[src/rtl/div8x4_seq.sv]
// Sequential signed divider: restoring shift/subtract on magnitudes, one quotient bit per clock, then sign fix-up.
// Optional build macro DIV_EARLY_TERM_EN skips the iterations when |InA| < |InB|.
module div8x4_seq #(
  parameter int DIVIDEND_W = 8,
  parameter int DIVISOR_W  = 4
) (
  input  logic                  Clk,
  input  logic                  Reset,
  input  logic                  Start,
  input  logic [DIVIDEND_W-1:0] InA,
  input  logic [DIVISOR_W-1:0]  InB,
  output logic                  Busy,
  output logic                  Done,
  output logic [DIVIDEND_W-1:0] Quotient,
  output logic [DIVISOR_W-1:0]  Remainder,
  output logic                  DivByZero,
  output logic                  Overflow
);
  localparam int DW = DIVIDEND_W;
  localparam int VW = DIVISOR_W;
  localparam int CW = (DW > 1) ? $clog2(DW) : 1;
  localparam logic [DW-1:0] MOST_NEG = {1'b1, {(DW-1){1'b0}}};

  typedef enum logic [1:0] {S_IDLE, S_SETUP, S_DIVIDE, S_FIXUP} state_t;

  state_t        r_state, w_state_next;
  logic [DW-1:0] r_a, w_a_next;
  logic [VW-1:0] r_b, w_b_next;
  logic [DW-1:0] r_quo_mag, w_quo_mag_next;
  logic [VW-1:0] r_rem_mag, w_rem_mag_next;
  logic [VW-1:0] r_mag_b, w_mag_b_next;
  logic [CW-1:0] r_cnt, w_cnt_next;
  logic          r_qsign, w_qsign_next;
  logic          r_rsign, w_rsign_next;
  logic          r_dbz_pend, w_dbz_pend_next;
  logic          r_ovf_pend, w_ovf_pend_next;
  logic          r_busy, w_busy_next;
  logic          r_done, w_done_next;
  logic [DW-1:0] r_quotient, w_quotient_next;
  logic [VW-1:0] r_remainder, w_remainder_next;
  logic          r_divbyzero, w_divbyzero_next;
  logic          r_overflow, w_overflow_next;

  logic [DW-1:0] w_mag_a;
  logic [VW-1:0] w_mag_b;
  logic          w_is_dbz;
  logic          w_is_ovf;
  logic [VW:0]   w_shift_rem;
  logic          w_trial_ge;
  logic [VW-1:0] w_trial_diff;

  // |most-negative| still fits because the magnitude is treated as unsigned
  assign w_mag_a  = r_a[DW-1] ? (~r_a + DW'(1)) : r_a;
  assign w_mag_b  = r_b[VW-1] ? (~r_b + VW'(1)) : r_b;
  assign w_is_dbz = (r_b == '0);
  assign w_is_ovf = (r_a == MOST_NEG) && (r_b == '1);

  // The remainder is always below |divisor|, so the difference fits VW bits
  assign w_shift_rem  = {r_rem_mag, r_quo_mag[DW-1]};
  assign w_trial_ge   = (w_shift_rem >= {1'b0, r_mag_b});
  assign w_trial_diff = VW'(w_shift_rem - {1'b0, r_mag_b});

  always_comb begin
    w_state_next     = r_state;
    w_a_next         = r_a;
    w_b_next         = r_b;
    w_quo_mag_next   = r_quo_mag;
    w_rem_mag_next   = r_rem_mag;
    w_mag_b_next     = r_mag_b;
    w_cnt_next       = r_cnt;
    w_qsign_next     = r_qsign;
    w_rsign_next     = r_rsign;
    w_dbz_pend_next  = r_dbz_pend;
    w_ovf_pend_next  = r_ovf_pend;
    w_busy_next      = r_busy;
    w_done_next      = 1'b0;
    w_quotient_next  = r_quotient;
    w_remainder_next = r_remainder;
    w_divbyzero_next = r_divbyzero;
    w_overflow_next  = r_overflow;

    case (r_state)
      S_IDLE: begin
        if (Start) begin
          w_a_next     = InA;
          w_b_next     = InB;
          w_busy_next  = 1'b1;
          w_state_next = S_SETUP;
        end
      end

      S_SETUP: begin
        w_qsign_next    = r_a[DW-1] ^ r_b[VW-1];
        w_rsign_next    = r_a[DW-1];
        w_dbz_pend_next = w_is_dbz;
        w_ovf_pend_next = w_is_ovf;
        w_mag_b_next    = w_mag_b;
        w_quo_mag_next  = w_mag_a;
        w_rem_mag_next  = '0;
        w_cnt_next      = CW'(DW - 1);
        if (w_is_dbz || w_is_ovf) begin
          w_state_next = S_FIXUP;
`ifdef DIV_EARLY_TERM_EN
        end else if (w_mag_a < DW'(w_mag_b)) begin
          w_quo_mag_next = '0;
          w_rem_mag_next = VW'(w_mag_a);
          w_state_next   = S_FIXUP;
`endif
        end else begin
          w_state_next = S_DIVIDE;
        end
      end

      S_DIVIDE: begin
        if (w_trial_ge) begin
          w_rem_mag_next = w_trial_diff;
          w_quo_mag_next = {r_quo_mag[DW-2:0], 1'b1};
        end else begin
          w_rem_mag_next = w_shift_rem[VW-1:0];
          w_quo_mag_next = {r_quo_mag[DW-2:0], 1'b0};
        end
        w_cnt_next = r_cnt - CW'(1);
        if (r_cnt == '0) begin
          w_state_next = S_FIXUP;
        end
      end

      S_FIXUP: begin
        w_done_next      = 1'b1;
        w_busy_next      = 1'b0;
        w_state_next     = S_IDLE;
        w_divbyzero_next = r_dbz_pend;
        w_overflow_next  = r_ovf_pend;
        if (r_dbz_pend) begin
          w_quotient_next  = '1;
          w_remainder_next = '0;
        end else if (r_ovf_pend) begin
          w_quotient_next  = MOST_NEG;
          w_remainder_next = '0;
        end else begin
          w_quotient_next  = r_qsign ? (~r_quo_mag + DW'(1)) : r_quo_mag;
          w_remainder_next = r_rsign ? (~r_rem_mag + VW'(1)) : r_rem_mag;
        end
      end

      default: begin
        w_state_next = S_IDLE;
      end
    endcase
  end

  always_ff @(posedge Clk) begin
    if (Reset) begin
      r_state     <= S_IDLE;
      r_a         <= '0;
      r_b         <= '0;
      r_quo_mag   <= '0;
      r_rem_mag   <= '0;
      r_mag_b     <= '0;
      r_cnt       <= '0;
      r_qsign     <= 1'b0;
      r_rsign     <= 1'b0;
      r_dbz_pend  <= 1'b0;
      r_ovf_pend  <= 1'b0;
      r_busy      <= 1'b0;
      r_done      <= 1'b0;
      r_quotient  <= '0;
      r_remainder <= '0;
      r_divbyzero <= 1'b0;
      r_overflow  <= 1'b0;
    end else begin
      r_state     <= w_state_next;
      r_a         <= w_a_next;
      r_b         <= w_b_next;
      r_quo_mag   <= w_quo_mag_next;
      r_rem_mag   <= w_rem_mag_next;
      r_mag_b     <= w_mag_b_next;
      r_cnt       <= w_cnt_next;
      r_qsign     <= w_qsign_next;
      r_rsign     <= w_rsign_next;
      r_dbz_pend  <= w_dbz_pend_next;
      r_ovf_pend  <= w_ovf_pend_next;
      r_busy      <= w_busy_next;
      r_done      <= w_done_next;
      r_quotient  <= w_quotient_next;
      r_remainder <= w_remainder_next;
      r_divbyzero <= w_divbyzero_next;
      r_overflow  <= w_overflow_next;
    end
  end

  assign Busy      = r_busy;
  assign Done      = r_done;
  assign Quotient  = r_quotient;
  assign Remainder = r_remainder;
  assign DivByZero = r_divbyzero;
  assign Overflow  = r_overflow;

endmodule

[config.mk]
export PLATFORM = sky130hd
export DESIGN_NAME = div8x4_seq
export DESIGN_NICKNAME = d
export VERILOG_FILES = /design/src/rtl/div8x4_seq.sv
export SDC_FILE = /design/constraint.sdc
export NUM_CORES = 1
export LEC_CHECK = 0
export ABC_AREA = 1
export CELL_PAD_IN_SITES_DETAIL_PLACEMENT = 0
export CELL_PAD_IN_SITES_GLOBAL_PLACEMENT = 2
export CORE_MARGIN = 5
export CORE_UTILIZATION = 32
export CTS_CLUSTER_SIZE = 12
export DETAILED_ROUTE_END_ITERATION = 10
export GPL_ROUTABILITY_DRIVEN = 0
export PLACE_DENSITY_LB_ADDON = 0.1
export SYNTH_ARGS = -nofsm -noshare
export SYNTH_HDL_FRONTEND = slang
export SYNTH_SLANG_ARGS = --single-unit
[constraint.sdc]
create_clock -name Clk -period 2.15 [get_ports Clk]
set_clock_uncertainty 0.05 [all_clocks]
set_input_delay 0.5375 -clock Clk [delete_from_list [all_inputs] [get_ports Clk]]
set_output_delay 0.5375 -clock Clk [all_outputs]
set_load 0.05 [all_outputs]
Figure 1. Metal layers overlaid.
Two of the layers only.
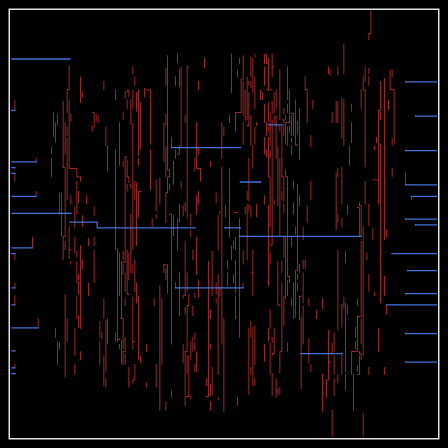
- met3: blue (wire length 266 um)
- met2: red (wire length 2,750 um)
via count of the routed design: 2,374
average wire per standard cell: 12.5 um
Total Routed Length: 6.40 mm

==> impl_metrics.xml <==
<?xml version="1.0" encoding="UTF-8"?>
<metrics>
  <group name="sta">
    <metric name="worst_slew_pin_slew" unit="ns">0.501</metric>
    <metric name="rsz0062_at_grt" unit="">false</metric>
  </group>
  <group name="synth">
    <metric name="synth.area.top_cells" unit="">dfxtp_1, nand2_1, a21oi_1</metric>
    <metric name="synth.cellmix.compoundShare" unit="%">18.7</metric>
    <metric name="synthTopCellsByCount" unit="">nand2_1, dfxtp_1, a21oi_1</metric>
    <metric name="yosys-stat-cells" unit="">374</metric>
    <metric name="post-synth-top-area-fraction" unit="%">39.4</metric>
    <metric name="synth_cells" unit="">374</metric>
    <metric name="ys_sh_xor" unit="%">1.63</metric>
    <metric name="synth_area" unit="sq mm">0.00269</metric>
    <metric name="post_synth_mux_area_share" unit="%">0.372</metric>
    <metric name="synth.cellmix.simpleShare" unit="%">22.3</metric>
    <metric name="synthesized_net_count" unit="">405</metric>
    <metric name="synth-main-ff-cell" unit="">dfxtp_1</metric>
    <metric name="synth.distinct_cells" unit="">31</metric>
  </group>
  <group name="route">
    <metric name="route.antenna.remaining_nets" unit="">0</metric>
    <metric name="route.layer.met1.wl" unit="mm">3.31</metric>
  </group>
  <group name="grt">
    <metric name="grt.overflow.total" unit="">0</metric>
    <metric name="grt_use_total" unit="%">13.6</metric>
    <metric name="vias_in_the_first_global_route" unit="">2341</metric>
    <metric name="grt_most_used_layer" unit="">met2</metric>
  </group>
  <group name="die">
    <metric name="rows" unit="">33</metric>
    <metric name="floorplan.initialDensity" unit="%">32.8</metric>
    <metric name="die_x" unit="um">102</metric>
  </group>
  <group name="final_layout">
    <metric name="finalNetCount" unit="">437</metric>
    <metric name="post-route-cell-area" unit="sq mm">0.00325</metric>
    <metric name="layout_sequential_cell_count" unit="">53</metric>
    <metric name="clock_buffers" unit="">6</metric>
    <metric name="final-comb-area" unit="sq mm">0.00137</metric>
    <metric name="inverters_excl_clock" unit="">52</metric>
  </group>
  <group name="run_status">
    <metric name="run_status" unit="">finished clean</metric>
  </group>
  <group name="clocking">
    <metric name="hold_buffers" unit="">0</metric>
    <metric name="tritoncts_clock_tree" unit="">built</metric>
    <metric name="clk_transition_reported_paths" unit="ns">0.10</metric>
  </group>
  <group name="power">
    <metric name="powerComb" unit="mW">1.86</metric>
    <metric name="power-top-group" unit="">combinational logic</metric>
    <metric name="power.leakage" unit="nW">1.35</metric>
    <metric name="power.ir.vdd_worst" unit="mV">0.385</metric>
    <metric name="seq-power" unit="mW">1.41</metric>
  </group>
  <group name="setup_path">
    <metric name="crit_fanout" unit="">2</metric>
    <metric name="cpMaxStageDelayCell" unit="">clkdlybuf4s50_1</metric>
    <metric name="critical_path_class" unit="">reg -&gt; out</metric>
    <metric name="worstSetupEndpointType" unit="">output pin</metric>
  </group>
  <group name="place">
    <metric name="placement.setup.worst_slack" unit="ns">0.441</metric>
  </group>
  <group name="min_path">
    <metric name="hp-class" unit="">reg -&gt; reg</metric>
  </group>
</metrics>
Figure 2. Cell area per tile.
Bar = 20 um. The die is cut into 10 by 10 equal tiles; dark purple is low, yellow is high, 0 to 100% covered.
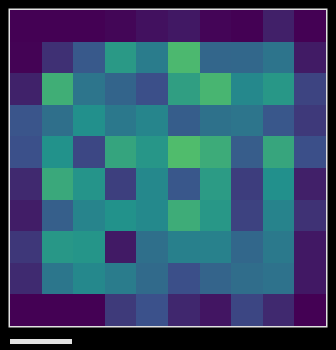
- emptiest ninth of the die: north-west
- mean over tiles: 30%
- fullest tile: 69%
- densest ninth of the die: centre
- nearly empty tiles: 12%
core footprint: 0.00822 sq mm
Core Util, Final: 39.6%

[path summary, 6_finish.rpt]
check                      startpoint                  endpoint  slack, ns  depth (start not counted)
min             r_cnt[0]$_SDFFE_PP0P_     r_cnt[0]$_SDFFE_PP0P_       0.41                          1
min reg2reg     r_cnt[0]$_SDFFE_PP0P_     r_cnt[0]$_SDFFE_PP0P_       0.41                          1
max          Quotient[7]$_SDFFE_PP0P_               Quotient[7]       0.10                          1
max reg2reg   r_state[0]$_SDFFE_PP0P_  Quotient[7]$_SDFFE_PP0P_       0.46                          9
[cells in the final DEF, fill, tap and decap left out, types with 10 or more instances in the layout]
cell type and count:
nand2_1 76, dfxtp_1 53, a21oi_1 52, inv_1 47, nand3_1 32, clkdlybuf4s50_1 30, o21ai_0 24, nor2_1 24
ha_1 15, buf_4 10
Power figures rest on the tool's default switching activity, not on a simulated workload.
